Design spm_router_seq_flat, sky130hd; sources not shown.
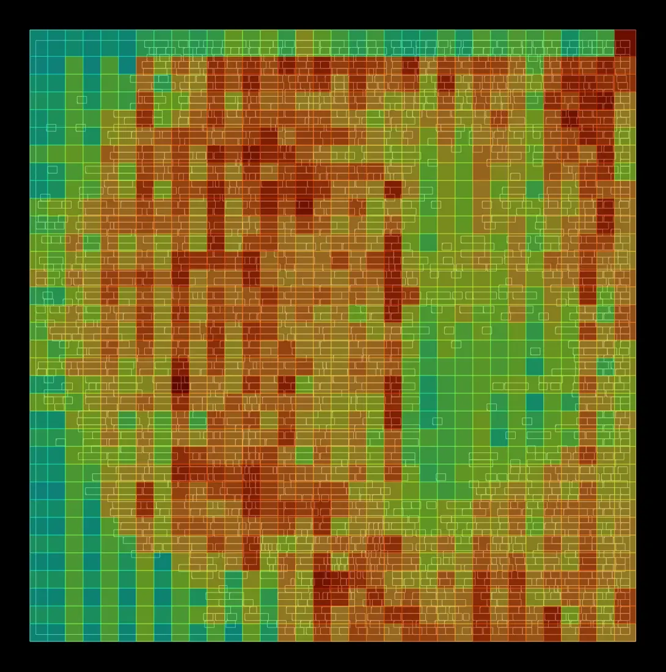
(run_1/congestion.png)
overall global routing resource usage: 29.5%
most utilized layer in the global route result: met2

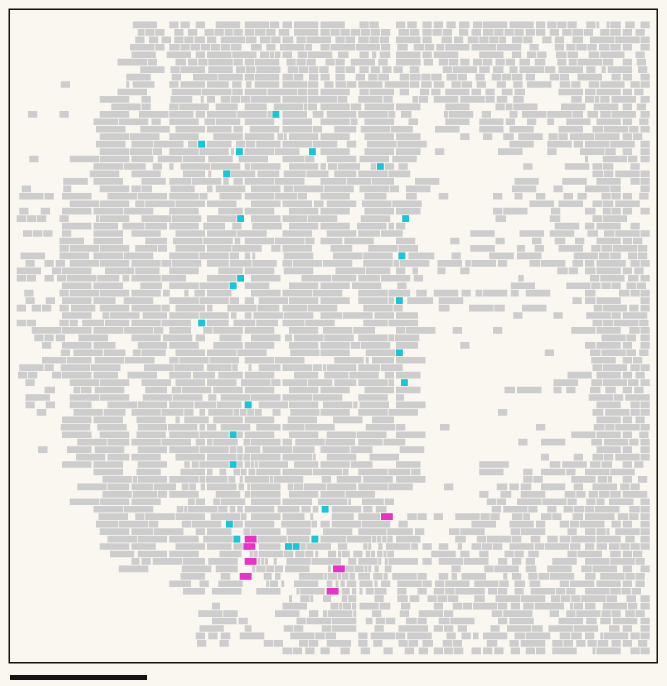
(run_1/logic_types.png)
The bar under the picture is 50 um long.
cyan -> non-inverting ao/oa cells  # cells 24
magenta -> fa/ha/maj cells  # cells 7
multi-input logic portion of the cell area: 16.5%
count of placed standard cells in the final layout, fillers left out: 2,626
top logic cell by instance count in the layout: sky130_fd_sc_hd__clkdlybuf4s50_1

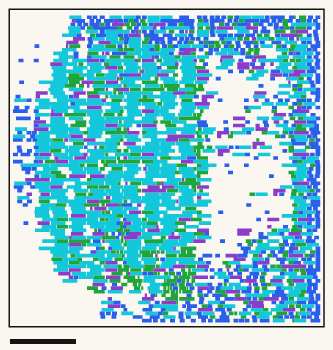
(run_1/placement_by_type.png)
The bar under the picture is 50 um long.
purple -> clock drivers and dummy loads  # cells 215, share of their area 12%
cyan -> sequential cells  # cells 611, share of their area 52%
blue -> remaining buffers and delay cells  # cells 621, share of their area 19%
green -> combinational and other logic  # cells 470, share of their area 17%
Placement Rows: 85
flop share of the area: 50.8%
Core Footprint: 53,500 um^2
share of the core filled with cells in the final layout: 63.4%

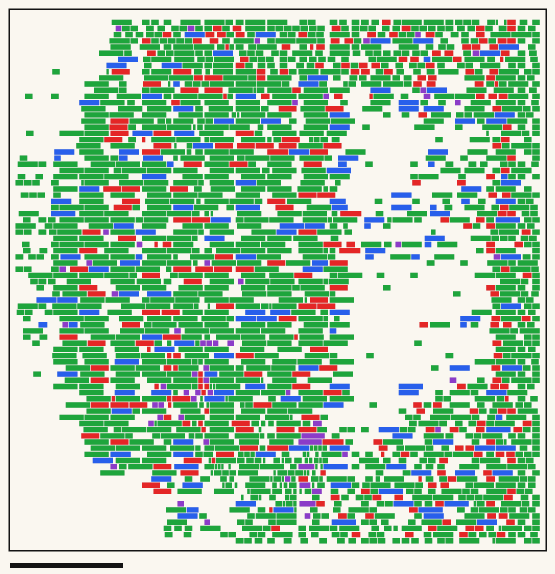
(run_1/sizes.png)
The bar under the picture is 50 um long.
green -> _0 and _1 cells  # cells 1,407, share 73%
blue -> _6 and larger  # cells 158, share 8.2%
purple -> _3 and _4 cells  # cells 56, share 2.9%
red -> _2 cells  # cells 296, share 15%
Area Growth Syn to Fin: 45.9%
Non-clock buffers: 621
slack of the critical path: 1.53 ns
finished layout cell area: 33,900 um^2

==> Table 3: Implementation characteristics <==
Physical design parameters

Parameter                              Value

Run status
  Outcome .................. complete, no violations

Synthesis
  Synth Area in Adders .................. 0.377%
  Most common cell in the synthesized netlist .................. sky130_fd_sc_hd__edfxtp_1
  Multiplexer area fraction after synthesis .................. 19.6%
  Total cells reported by yosys after synthesis .................. 1,163
  Mean Syn Cell Area .................. 20.0 um^2
  Dominant Register Cell .................. sky130_fd_sc_hd__edfxtp_1
  Number of enable-type register cells in the synthesized netlist .................. 384
  Top cell type by total area after synthesis .................. sky130_fd_sc_hd__edfxtp_1
  Top cells by area in the synthesized netlist .................. sky130_fd_sc_hd__edfxtp_1, sky130_fd_sc_hd__dfrtp_1, sky130_fd_sc_hd__mux4_2, sky130_fd_sc_hd__mux2_2, sky130_fd_sc_hd__mux2i_1
  Yosys stat area .................. 23,200 um^2
  Sequential-to-total area share from yosys stat .................. 74.1%
  Asr flop ratio synth .................. 37.2%
  XOR/XNOR Fraction of Synth Area .................. 0.490%
  Netlist Area Pre-Place .................. 23,200 um^2
  Fraction of the mapped netlist area in compound gates .................. 1.62%
  Unique cell types .................. 36
  Top non-seq family .................. multiplexers
  Simple-Gate Area Share .................. 1.72%
  Most used standard cells in the synthesized netlist .................. sky130_fd_sc_hd__edfxtp_1, sky130_fd_sc_hd__dfrtp_1, sky130_fd_sc_hd__mux2_2
  Number of flip-flops and latches in the synthesized netlist .................. 611
  Post-Synthesis Cells .................. 1,163
  Yosys Warn Count .................. 0
  Top-area cell type share of the netlist area .................. 49.6%

Cells and area
  Number of filler cells placed in the layout .................. 3,544
  Multi-input gates .................. 466
  Non-Clock Inverter Count .................. 4
  Post-layout nets .................. 2,189
  Footprint of the multi-input gates .................. 5590 um^2
  Area used by sequential logic in the layout .................. 17,200 um^2
  Clock network share of area .................. 11.7%
  Count of sequential standard cells .................. 611
  Fraction of final layout cells with drive strength greater than 1 .................. 26.6%
  Number of diodes .................. 13
  Most frequently placed logic cells in the final layout .................. sky130_fd_sc_hd__clkdlybuf4s50_1, sky130_fd_sc_hd__edfxtp_1, sky130_fd_sc_hd__dfrtp_1
  Biggest area consumer among cell classes .................. flip-flops and latches
  Clkbuf count .................. 117
  Flip-flop count of the largest register, all copies and words added .................. 384
  Fraction of area in non-clock buffers .................. 18.3%

Critical path
  Worst reg2reg setup slack .................. 1.71 ns
  Critical path launch point type .................. flip-flop
  Arrival time of data at the critical path endpoint .................. 2.61 ns
  Critical Path Max Stage Delay .................. 1.05 ns
  Worst-path fanout max .................. 63
  Top cell family by delay on the critical path .................. flip-flops
  Length in cells of the worst reg-to-reg path .................. 9
  Worst Setup End Kind .................. primary output
  Critical Setup Path Class .................. flip-flop to primary output
  Number of buffers and inverters on the critical path .................. 1
  Total number of cells along the worst setup path .................. 1
  Worst path cell trace .................. clkdlybuf4s50_1
  Slowest CP cell .................. sky130_fd_sc_hd__dfrtp_4
  Worst path required time .................. 4.14 ns

Clock network
  Clk slew on worst S/H paths .................. 0.05 ns
  Clock tree root buffer cell .................. sky130_fd_sc_hd__clkbuf_16
  Total of hold buffers inserted after clock tree synthesis .................. 1
  Maximum number of buffers from clock root to sink .................. 3
  Maximum level of the CTS H-tree .................. 3
  Clock Latency Late Sink .................. 0.66 ns
  Count of buffers added by post-CTS timing repair for setup .................. 0
  TritonCTS Buffers .................. 113
  TritonCTS clock tree .................. done
  Post-cts repair resize count .................. 0
  Clock Sinks .................. 611

Place
  Global placement routability congestion .................. 0.990
  Number of port buffers .................. 592
  Detailed Place HPWL .................. 57,700 um

Worst hold path
  Classification of the worst-slack hold path .................. flip-flop to flip-flop
  Cell count of the worst hold path .................. 0

STA
  Unrepaired setup endpoints after global routing .................. false
  Final hold violation count .................. 0
  Final worst hold slack .................. 0.266 ns
  Highest clock frequency the design can meet .................. 0.309 GHz
  Final total negative setup slack .................. 0 ns
  Slew Viols, Final .................. 0
  Slew headroom .................. 28.8%
  Final clock period utilization by the worst path .................. 67.9%
  Pin slew with the least headroom to its limit .................. 1.07 ns
  Final tally of setup violations .................. 0
  Minimum clock period .................. 3.24 ns

Routing
  Final routed wire length divided by cell count .................. 31.9 um
  Total Routed Length .................. 83,700 um
  Vias per inst .................. 5.63
  Vias .................. 14.8k
  Count of routing violations after the opening detailed-route iteration .................. 1,693
  Post-route ant nets .................. 0
  Total DRC errors in the routed layout .................. 0
  Pre-antenna DRT Iters .................. 5

Global routing
  Via count of the first global-routing pass .................. 15.1k
  Fraction of met2 tracks used by global routing .................. 44.8%
  Met3 demand-to-capacity share in global routing .................. 8.18%
  Antenna violations before repair .................. 28
  Remaining Overflow, GRT .................. 0
  Met1 layer usage reported by global route .................. 41.2%
  Global-route wire length before repair .................. 116,000 um
  Maximum number of pins on one net before global-route repair .................. 96

Floorplanning
  Chip Width .................. 236 um
  IO Count .................. 597
  Starting density of the core .................. 43.4%
  Number of tapcells .................. 696
  Overall die area .................. 56,200 um^2
  Vertical extent of the die .................. 238 um

Job
  Tool warnings .................. 30
  Max-capacitance violation count .................. 0

Power and ir drop
  Leakage power of the design .................. 12.4 nW
  Power density normalized to cell area .................. 455 nW/um^2
  Worst ir drop on vdd .................. 0.345 mV
run 1: layer usage:
metal	vias up	share of wire, %
met4	6	2.9
li1	5880	-
met2	1160	47
met1	7595	39
met5	-	0.050
met3	147	12
run 1: report_power, final:
group,internal [mW],switching (mW),total [mW]
Sequential,5.78,0.0887,5.87
Clock,5.27,2.91,8.19
Combinational,0.667,0.700,1.37
run 1: per-stage QoR:
stage          utilization (%)  total power [mW]  instance area (um^2)  worst slack (ns)  instances
6_report                  63.4              15.4                 33900              1.53       2626
3_3_place_gp              55.8              7.29                 29900              1.83       2397
2_1_floorplan                -              6.50                 23200             0.617       1166
5_1_grt                   63.3              15.8                 33900              1.48       2622
3_5_place_dp              55.8              7.31                 29900              1.72       2397
4_1_cts                   63.3              15.5                 33900              1.51       2613
No activity file was given, so power comes from the tool's default toggle rates.
